File: src/rtl/operand_sel_pipe.sv
// Registered ALU operand selector: picks a full-width source or an extended narrow
// field, behind a two-entry skid buffer with a registered in_ready.
module operand_sel_pipe #(
    parameter  int DATA_W   = 32,
    parameter  int NARROW_W = 5,
    parameter  int NUM_SRC  = 4,
    localparam int SEL_W    = $clog2(NUM_SRC + 1)
) (
    input  logic                      clk,
    input  logic                      rst,
    input  logic                      flush,
    input  logic                      in_valid,
    output logic                      in_ready,
    input  logic [SEL_W-1:0]          in_sel,
    input  logic                      in_ext,
    input  logic [NUM_SRC*DATA_W-1:0] in_src,
    input  logic [NARROW_W-1:0]       in_narrow,
    output logic                      out_valid,
    input  logic                      out_ready,
    output logic [DATA_W-1:0]         out_data,
    output logic                      out_err
);

    typedef enum logic [1:0] {EMPTY = 2'd0, ONE = 2'd1, TWO = 2'd2} state_e;

    state_e              state_q, state_d;
    logic [DATA_W-1:0]   main_data_q, main_data_d;
    logic                main_err_q, main_err_d;
    logic [DATA_W-1:0]   skid_data_q, skid_data_d;
    logic                skid_err_q, skid_err_d;
    logic                in_ready_q, in_ready_d;

    logic [DATA_W-1:0]   sel_data;
    logic                sel_err;
    logic                accept, drain;

    always_comb begin
        sel_data = '0;
        sel_err  = 1'b0;
        for (int k = 0; k < NUM_SRC; k++) begin
            if (in_sel == SEL_W'(k)) sel_data = in_src[k*DATA_W +: DATA_W];
        end
        if (in_sel == SEL_W'(NUM_SRC)) begin
            sel_data = {{(DATA_W-NARROW_W){in_ext & in_narrow[NARROW_W-1]}}, in_narrow};
        end else if (in_sel > SEL_W'(NUM_SRC)) begin
            sel_err = 1'b1;
        end
    end

    assign accept = in_valid & in_ready_q;
    assign drain  = out_valid & out_ready;

    always_comb begin
        state_d     = state_q;
        main_data_d = main_data_q;
        main_err_d  = main_err_q;
        skid_data_d = skid_data_q;
        skid_err_d  = skid_err_q;
        case (state_q)
            EMPTY: begin
                if (accept) begin
                    state_d     = ONE;
                    main_data_d = sel_data;
                    main_err_d  = sel_err;
                end
            end
            ONE: begin
                if (accept && drain) begin
                    main_data_d = sel_data;
                    main_err_d  = sel_err;
                end else if (accept) begin
                    state_d     = TWO;
                    skid_data_d = sel_data;
                    skid_err_d  = sel_err;
                end else if (drain) begin
                    state_d = EMPTY;
                end
            end
            TWO: begin
                // in_ready is low here, so the only move is promoting the skid entry.
                if (drain) begin
                    state_d     = ONE;
                    main_data_d = skid_data_q;
                    main_err_d  = skid_err_q;
                end
            end
            default: state_d = EMPTY;
        endcase
        if (flush) state_d = EMPTY;
        in_ready_d = (state_d != TWO);
    end

    always_ff @(posedge clk or posedge rst) begin
        if (rst) begin
            state_q     <= EMPTY;
            main_data_q <= '0;
            main_err_q  <= 1'b0;
            skid_data_q <= '0;
            skid_err_q  <= 1'b0;
            in_ready_q  <= 1'b1;
        end else begin
            state_q     <= state_d;
            main_data_q <= main_data_d;
            main_err_q  <= main_err_d;
            skid_data_q <= skid_data_d;
            skid_err_q  <= skid_err_d;
            in_ready_q  <= in_ready_d;
        end
    end

    assign in_ready  = in_ready_q;
    assign out_valid = (state_q != EMPTY);
    assign out_data  = main_data_q;
    assign out_err   = main_err_q;

endmodule
File: config.mk
export PLATFORM = sky130hd
export DESIGN_NAME = operand_sel_pipe
export DESIGN_NICKNAME = d
export VERILOG_FILES = /design/src/rtl/operand_sel_pipe.sv
export SDC_FILE = /design/constraint.sdc
export NUM_CORES = 1
export LEC_CHECK = 0
export ABC_AREA = 1
export ABC_CLOCK_PERIOD_IN_PS = 6720
export CAP_MARGIN = 20
export CORE_ASPECT_RATIO = 1.25
export CORE_UTILIZATION = 41
export CTS_BUF_LIST = sky130_fd_sc_hd__clkbuf_8
export DETAILED_ROUTE_END_ITERATION = 8
export PLACE_DENSITY = 0.81
export SLEW_MARGIN = 20
export SYNTH_ARGS = -nofsm -noshare
export SYNTH_HDL_FRONTEND = slang
export SYNTH_SLANG_ARGS = --single-unit
export TNS_END_PERCENT = 20
File: constraint.sdc
create_clock -name clk -period 6.72 [get_ports clk]
set_clock_uncertainty 0.15 [all_clocks]
set_input_delay 1.344 -clock clk [delete_from_list [all_inputs] [get_ports clk]]
set_output_delay 1.344 -clock clk [all_outputs]
set_load 0.005 [all_outputs]
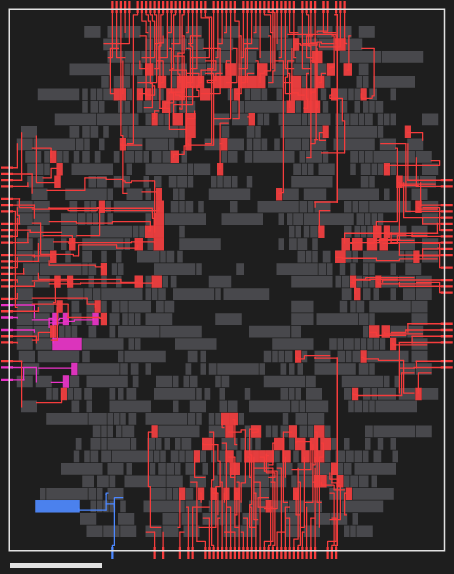
Figure 1: I/O nets highlighted.
Bar = 20 um.
| color | port | bits | direction | edge | end cells | buffers | wire |
|---|---|---|---|---|---|---|---|
| magenta | `in_narrow` | 5 | input | west | 6 | 5 | 63.4 um |
| blue | `in_ready` | 1 | output | south | 1 | 1 | 26.4 um |
| red | `in_src` | 128 | input | 50 north, 35 south, 22 west, 21 east | 128 | 128 | 3110 um |
top-level I/O count: 177
number of buffer cells added on primary ports: 176

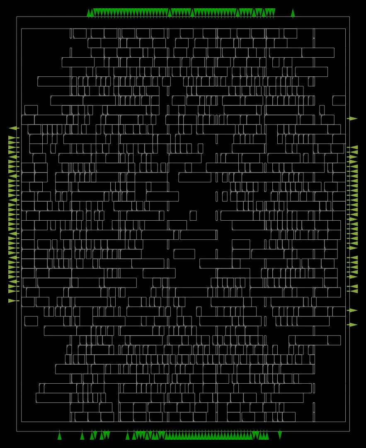
Figure 2: cell placement.
final std cells w/o fill: 950
fillcell total: 930
Seq/total area: 27.0%
standard-cell rows: 41
flop count: 69

==> impl_table.tex <==
% Implementation results table
\begin{tabular}{lr}
\hline
Metric & Value \\
\hline
\multicolumn{2}{l}{\textbf{Status}} \\
\quad Result of the run & complete, no violations \\
\multicolumn{2}{l}{\textbf{Yosys}} \\
\quad Most used standard cells in the synthesized netlist & nand2\_1 (272), inv\_1 (69), dfrtp\_1 (68) \\
\quad Share of synthesized cell area in and-or and or-and compound cells & 11.5\% \\
\quad Synth Register Bits & 69 \\
\quad Post-synthesis share of cell area spent on full adders, half adders and majority gates & 0\% \\
\quad Yosys-reported design area after synthesis & 0.00439 mm\^{}2 \\
\quad YS warnings & 0 \\
\quad Cells after Synth & 673 \\
\quad Count of library flops with an enable pin & 0 \\
\quad Unique cell types & 22 \\
\quad Leading cell types by total area after synthesis & dfrtp\_1 (39\%), nand2\_1 (23\%), nand4\_1 (9.1\%) \\
\quad Async set-or-reset flop fraction in the synthesized netlist & 100\% \\
\quad Xor-xnor portion of the synthesized cell area & 0\% \\
\quad Post-Synth Simple-Gate Area & 37.8\% \\
\quad Sequential share of the synthesized area & 39.4\% \\
\quad Syn Std Cell Area & 0.00439 mm\^{}2 \\
\multicolumn{2}{l}{\textbf{STA}} \\
\quad Post-route fraction of the period consumed by the critical path & 56.7\% \\
\quad Post-Route Setup TNS & 0 ps \\
\quad Final critical path time including I/O delays and setup & 3810 ps \\
\quad Final count of pins violating max slew & 0 \\
\quad Max Clock Freq & 263 MHz \\
\quad Smallest hold slack & 328 ps \\
\quad Setup repair after global routing missed its margin & false \\
\multicolumn{2}{l}{\textbf{Worst setup path}} \\
\quad Most Frequent Cell on Critical Path & nand2\_1 \\
\quad Flop-to-flop setup slack & 4010 ps \\
\quad Endpoint kind of the worst setup timing path & flip-flop \\
\quad Start point of the critical path & in\_sel[1] \\
\quad Crit path kind & primary input to flip-flop \\
\quad Worst reg2reg endpoint & out\_data[30] \\
\quad FF-to-FF Start & state\_q[0] \\
\quad Number of buffers and inverters on the critical path & 4 \\
\quad Cell family with most CP delay & buffers and inverters \\
\quad Slowest CP cell & nor3\_4 \\
\quad CP Cell Sequence & clkdlybuf4s50\_1 > buf\_4 > inv\_2 > nor3\_4 > buf\_16 > nand2\_1 > nand2\_1 > nand3\_1 > nand2\_1 > o21ai\_1 \\
\quad Endpoint arrival time on the critical path & 3860 ps \\
\quad Req. time, crit path & 6780 ps \\
\quad End point of the critical path & skid\_data\_q[8] \\
\quad Total stage count of the critical path & 10 \\
\multicolumn{2}{l}{\textbf{Route}} \\
\quad Met2 routed wirelength & 7630 um \\
\quad Final ANT Viol Nets & 0 \\
\quad Vias per cell & 5.44 \\
\quad Number of design-rule violations left by the first detailed-router iteration & 326 \\
\quad Max Used Layer & met4 \\
\quad WL met1 & 5750 um \\
\quad Wire length per cell & 15.9 um \\
\quad Total number of vias & 5166 \\
\quad Count of unresolved DRC violations after routing & 0 \\
\multicolumn{2}{l}{\textbf{Pwr}} \\
\quad Net switching power & 0.390 mW \\
\quad Relative contribution of the clock network to total power & 29.5\% \\
\quad Power density relative to cell area & 207 mW/mm\^{}2 \\
\quad Switch share & 29.5\% \\
\quad Dominant power group & sequential cells \\
\quad Maximum VDD drop & 0.0000918 V \\
\multicolumn{2}{l}{\textbf{Hold path}} \\
\quad Launch point of the worst hold path & out\_data[10] \\
\multicolumn{2}{l}{\textbf{Global routing}} \\
\quad Antenna violations before repair & 0 \\
\quad Maximum number of pins on one net before global-route repair & 70 \\
\quad Met3 track demand over resource in global routing & 3.04\% \\
\quad GRT met1 Usage & 32.8\% \\
\quad Global-route wire length before repair & 24500 um \\
\multicolumn{2}{l}{\textbf{Layout}} \\
\quad Number of logic gates & 481 \\
\quad N\_diodes & 0 \\
\quad Net count of the finished layout & 958 \\
\quad Reg area & 0.00173 mm\^{}2 \\
\quad Layout cell share with drive strength beyond 1 & 4.14\% \\
\quad Final-layout non-clock buffer area share & 28.2\% \\
\quad Non-clock inverters & 75 \\
\multicolumn{2}{l}{\textbf{Job}} \\
\quad Number of OpenROAD warnings & 26 \\
\quad Number of violations of the max-capacitance limit & 0 \\
\multicolumn{2}{l}{\textbf{Placed design}} \\
\quad Placed cell count & 934 \\
\multicolumn{2}{l}{\textbf{CTS}} \\
\quad Clock latency on the worst-skew pair & 360 ps \\
\quad Maximum buffer depth of the clock tree & 2 \\
\quad Post-CTS Setup Bufs & 0 \\
\quad CTS Hold Bufs & 0 \\
\quad Post\_cts resized & 0 \\
\multicolumn{2}{l}{\textbf{Floorplanning}} \\
\quad Full die area & 0.0111 mm\^{}2 \\
\quad Placeable core region & 0.0103 mm\^{}2 \\
\quad N\_taps & 129 \\
\hline
\end{tabular}
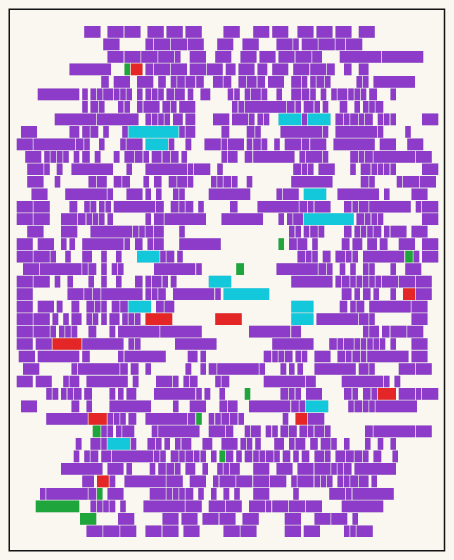
Figure 3: drive-strength map.
| color | size | cells |
|---|---|---|
| purple | x1 and smaller | 787 |
| red | x3 and x4 | 9 |
| cyan | x6 and larger | 14 |
| green | x2 | 11 |
cell area after layout: 0.00640 mm^2
growth of design area from synthesis to finish: 46.0%
least setup slack across all paths after layout: 2910 ps
Non-clock buffers: 180

Power is estimated from default activity; no workload was simulated.
